$ cat src/rtl/booth_acc_stage.sv
// booth_acc_stage: accumulates signed Booth products per in_last-terminated frame and holds one result.
// Ports:
//   clk, rst_n                 clock, async active-low reset
//   in_valid/in_ready          product beat handshake; in_product (PW, signed), in_last ends the frame
//   clr                        synchronous abort of the partial frame (ignored while holding a result)
//   out_valid/out_ready        result handshake
//   out_sum (AW), out_count (CW), out_ovf   frame sum, beat count, sticky signed overflow
module booth_acc_stage #(
  parameter int PW = 128,
  parameter int AW = 136,
  parameter int CW = 16
) (
  input  logic          clk,
  input  logic          rst_n,
  input  logic          in_valid,
  output logic          in_ready,
  input  logic [PW-1:0] in_product,
  input  logic          in_last,
  input  logic          clr,
  output logic          out_valid,
  input  logic          out_ready,
  output logic [AW-1:0] out_sum,
  output logic [CW-1:0] out_count,
  output logic          out_ovf
);
  typedef enum logic {ACC, HOLD} state_t;
  state_t state, state_nxt;
  logic [AW-1:0] acc, acc_nxt, acc_base, ext, sum;
  logic [CW-1:0] cnt, cnt_nxt, cnt_base, cnt_inc;
  logic ovf, ovf_nxt, ovf_base, ovf_upd;
  logic take, fin, clr_acc;
  logic signed [PW-1:0] prod_s;
  assign prod_s = in_product;
  assign ext = AW'(prod_s);
  assign in_ready = state == ACC;
  assign out_valid = state == HOLD;
  assign take = in_valid && in_ready;
  assign fin = take && in_last;
  assign clr_acc = clr && in_ready;
  always_comb begin
    acc_base = clr_acc ? '0 : acc;
    cnt_base = clr_acc ? '0 : cnt;
    ovf_base = clr_acc ? 1'b0 : ovf;
    sum = acc_base + ext;
    // cnt saturates instead of wrapping so very long frames never report a small count
    cnt_inc = &cnt_base ? cnt_base : cnt_base + CW'(1);
    // two's-complement overflow: like-signed operands producing a differently signed result
    ovf_upd = ovf_base | ((acc_base[AW-1] == ext[AW-1]) && (sum[AW-1] != acc_base[AW-1]));
    state_nxt = fin ? HOLD : (state == HOLD && out_ready) ? ACC : state;
    acc_nxt = take ? (in_last ? '0 : sum) : acc_base;
    cnt_nxt = take ? (in_last ? '0 : cnt_inc) : cnt_base;
    ovf_nxt = take ? (in_last ? 1'b0 : ovf_upd) : ovf_base;
  end
  always_ff @(posedge clk or negedge rst_n) begin
    if (!rst_n) begin
      state <= ACC;
    end else begin
      state <= state_nxt;
    end
  end
  always_ff @(posedge clk or negedge rst_n) begin
    if (!rst_n) begin
      acc <= '0;
      cnt <= '0;
      ovf <= 1'b0;
      out_sum <= '0;
      out_count <= '0;
      out_ovf <= 1'b0;
    end else begin
      acc <= acc_nxt;
      cnt <= cnt_nxt;
      ovf <= ovf_nxt;
      if (fin) begin
        out_sum <= sum;
        out_count <= cnt_inc;
        out_ovf <= ovf_upd;
      end
    end
  end
endmodule

$ cat config.mk
export PLATFORM = sky130hd
export DESIGN_NAME = booth_acc_stage
export DESIGN_NICKNAME = d
export VERILOG_FILES = /design/src/rtl/booth_acc_stage.sv
export SDC_FILE = /design/constraint.sdc
export NUM_CORES = 1
export LEC_CHECK = 0
export CAP_MARGIN = 20
export CORE_MARGIN = 2
export CORE_UTILIZATION = 30
export CTS_CLUSTER_DIAMETER = 30
export DETAILED_ROUTE_END_ITERATION = 10
export GPL_TIMING_DRIVEN = 0
export PLACE_DENSITY_LB_ADDON = 0.12
export SLEW_MARGIN = 20
export SYNTH_ARGS = -nofsm -noshare
export SYNTH_HDL_FRONTEND = slang
export SYNTH_SLANG_ARGS = --single-unit
$ cat constraint.sdc
create_clock -name clk -period 4.7 [get_ports clk]
set_input_delay 1.41 -clock clk [delete_from_list [all_inputs] [get_ports clk]]
set_output_delay 1.41 -clock clk [all_outputs]
set_load 0.01 [all_outputs]
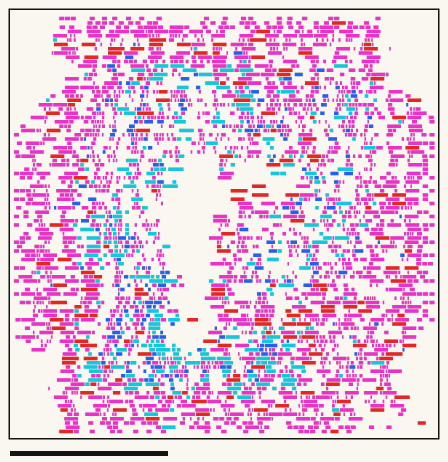
drive_strength.png
Bar = 100 µm.
colour	size	cells	share	most used
blue	drive 2	197	6.4%	a21oi_2
red	drive 6 and up	158	5.2%	clkbuf_16
cyan	drive 3 to 4	306	10%	buf_4
magenta	drive 1 or less	2399	78%	nand2_1

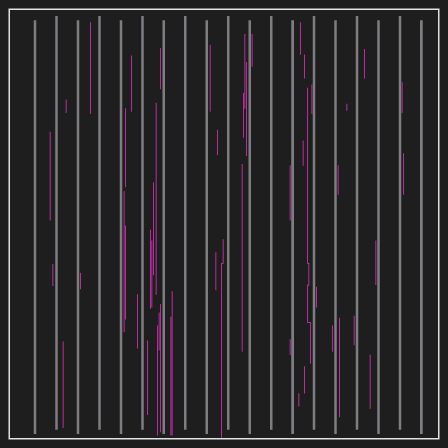
met4.png
Supply wires on this layer in grey.
main direction	vertical
nets with wire on the layer	29
share of all routed wire	2.6%
longest straight run	121 µm

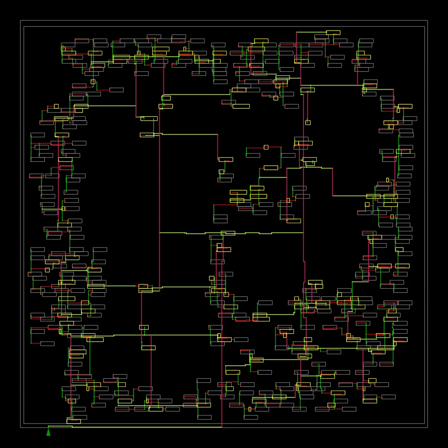
final_clocks.png
TritonCTS buffer count: 85
Seq Cell Count: 307
# clock sinks: 307

## registers in the layout, summed over array words and instances (netlist names)
register / count
out_count: 16
ovf: 1
cnt: 16
out_sum: 136
acc: 136
out_valid: 1
out_ovf: 1
## per-stage QoR
step	instance area, µm²	hold slack (ns)	cells	worst slack (ns)
2_1_floorplan	21600	0.514	2513	0.00663
3_3_place_gp	25600	0.469	3740	-11.59
3_5_place_dp	25700	0.473	3743	-2.62
4_1_cts	31000	0.482	3979	0.00617
5_1_grt	31800	0.496	4006	-0.0769
6_report	31800	0.474	4007	0.0198
## layout make-up
class | instances | area [µm²] | share of cell area, %
clock inverters | 48 | 667 | 2.10
multi-input cells | 2017 | 15000 | 47.0
well taps | 940 | 1180 | 3.70
repair buffers | 409 | 3970 | 12.5
plain buffers | 126 | 792 | 2.49
flip-flops and latches | 307 | 7680 | 24.1
diodes | 7 | 17.5 | 0.0550
inverters | 45 | 169 | 0.531
clock buffers | 108 | 2370 | 7.46
## tightest hold or removal path: cells and delay by family, from the launching register on
family,cells,cell delay (ns)
DFF,1,0.34
and+or+nand+nor,1,0.05
AOI/OAI and AO/OA,1,0.06
## routing by layer
layer  GRT usage, %  part of all wire (%)  vias up
met5              0                     0        -
met4           7.24                   2.6        0
met3           3.09                   4.5      120
met2           36.9                    46      530
met1           30.8                    46    10200
li1               -                     -    10100
## power by group
part | internal (mW) | switching [mW]
clock | 4.22 | 1.84
combinational | 2.10 | 2.59
sequential | 3.20 | 0.275
## cells by family (layout without fill, tap and decap cells)
logic type      Yosys count  after routing  synth area share (%)
other cells               0              7                     0
xor+xnor                144            144                  5.91
buf+inv                 189            736                  3.46
compound gates          893            893                  27.4
fa+ha+maj               137            137                  8.07
simple gates            839            839                  18.9
mux                       4              4                 0.199
flops                   307            307                  36.0
## how the worst max path moves through the flow
| stage | from | endpoint | slack, ns | depth (start not counted) |
|---|---|---|---|---|
| finish | clr | acc[124]$_DFF_PN0_ | 0.02 | 18 |
| floorplan | clr | out_sum[135]$_DFFE_PN0P_ | 0.007 | 19 |
| CTS | clr | acc[126]$_DFF_PN0_ | 0.006 | 22 |
| detailed placement | clr | out_sum[124]$_DFFE_PN0P_ | -2.62 | 19 |
| global placement | rst_n | out_sum[63]$_DFFE_PN0P_ | -11.59 | 1 |
| global route | clr | out_sum[126]$_DFFE_PN0P_ | -0.08 | 19 |
## layout by cell type, fill, tap and decap left out, types with 69 or more instances in the layout
| cell | instances |
|---|---|
| xnor2_1 | 72 |
| o21ai_0 | 213 |
| clkdlybuf4s50_1 | 285 |
| ha_1 | 73 |
| a21oi_1 | 173 |
| clkbuf_1 | 94 |
| a21o_1 | 69 |
| buf_4 | 108 |
| nand2_1 | 346 |
| and2_1 | 105 |
| dfrtp_1 | 307 |
| nor2_1 | 118 |
| o2bb2ai_1 | 119 |
| clkbuf_16 | 97 |
## what timing repair did
item                       CTS  global route
cloned                       5             2
pin swaps                  112            76
gates resized              339           135
setup endpoints to repair  186            94
buffers inserted            85            27
==> run summary <==
Status on the layout run. Count of state elements after synthesis landed at around 310. By instance count, the cell type seen most on the critical path is clkbuf_16. Per the final timing report, the hold violations number 0. The cell sitting at the root of the clock tree is a clkbuf_16. The commonest cells after synthesis are nand2_1, dfrtp_1, o21ai_0. Number of global-route vias before repair landed at 21600. Largest net degree at the start of global routing landed at 98. The longest incremental delay of any stage on the critical path is reported as ~0.42 ns. Synthesis warning total landed at 0. The completed layout was analyzed and its total power is between 10 and 15 mW.

In the Yosys stats the netlist draws on 93 distinct library cells. Detailed-route via count landed at roughly 21000. Proportion of synthesized flip-flops having asynchronous set or reset landed at 100%. Wire length after detailed routing landed at roughly 85000 µm. By instance count, the leading cell after synthesis is nand2_1. TritonCTS built the clock tree. The first global-routing pass estimated around 130000 µm of wire. Setup total negative slack on the finished layout was measured at 0 ns. Maximum level of the CTS H-tree landed at 3.

The worst register-to-register path begins at out_valid$_DFFE_PN0P_. Number of buffers inserted for hold repair after clock tree synthesis landed at 0. The flow ran to the end, and the final reports show no timing, DRC or antenna violations. Setup repair after global routing could not meet its margin everywhere. Number of cells on the worst reg-to-reg path landed at 17. Worst hold path cell count landed at 2. First-pass iteration count of the detailed router landed at 5. Per STA, the worst path accumulates the most delay in the family simple AND/OR/NAND/NOR gates. STA classifies the critical path startpoint as an input port. Post-route fraction of the period consumed by the critical path landed at ~100%. Number of design-rule violations left by the first detailed-router iteration landed at ~1300.

At the floorplan stage, the core utilization is reported as a little under a third. Fraction of synthesized cell area taken by the top area cell type landed at a little over a third. On the critical path, the stage with the largest delay is an instance of o31ai_4.

The required time at the worst endpoint is listed as between 5 and 6 ns. For reference, the placement row count at floorplan is 97. For the pin with the worst max-slew slack, the measured transition is about 1.0 ns. STA classifies the critical path endpoint as a flip-flop.
Power is estimated from default activity; no workload was simulated.
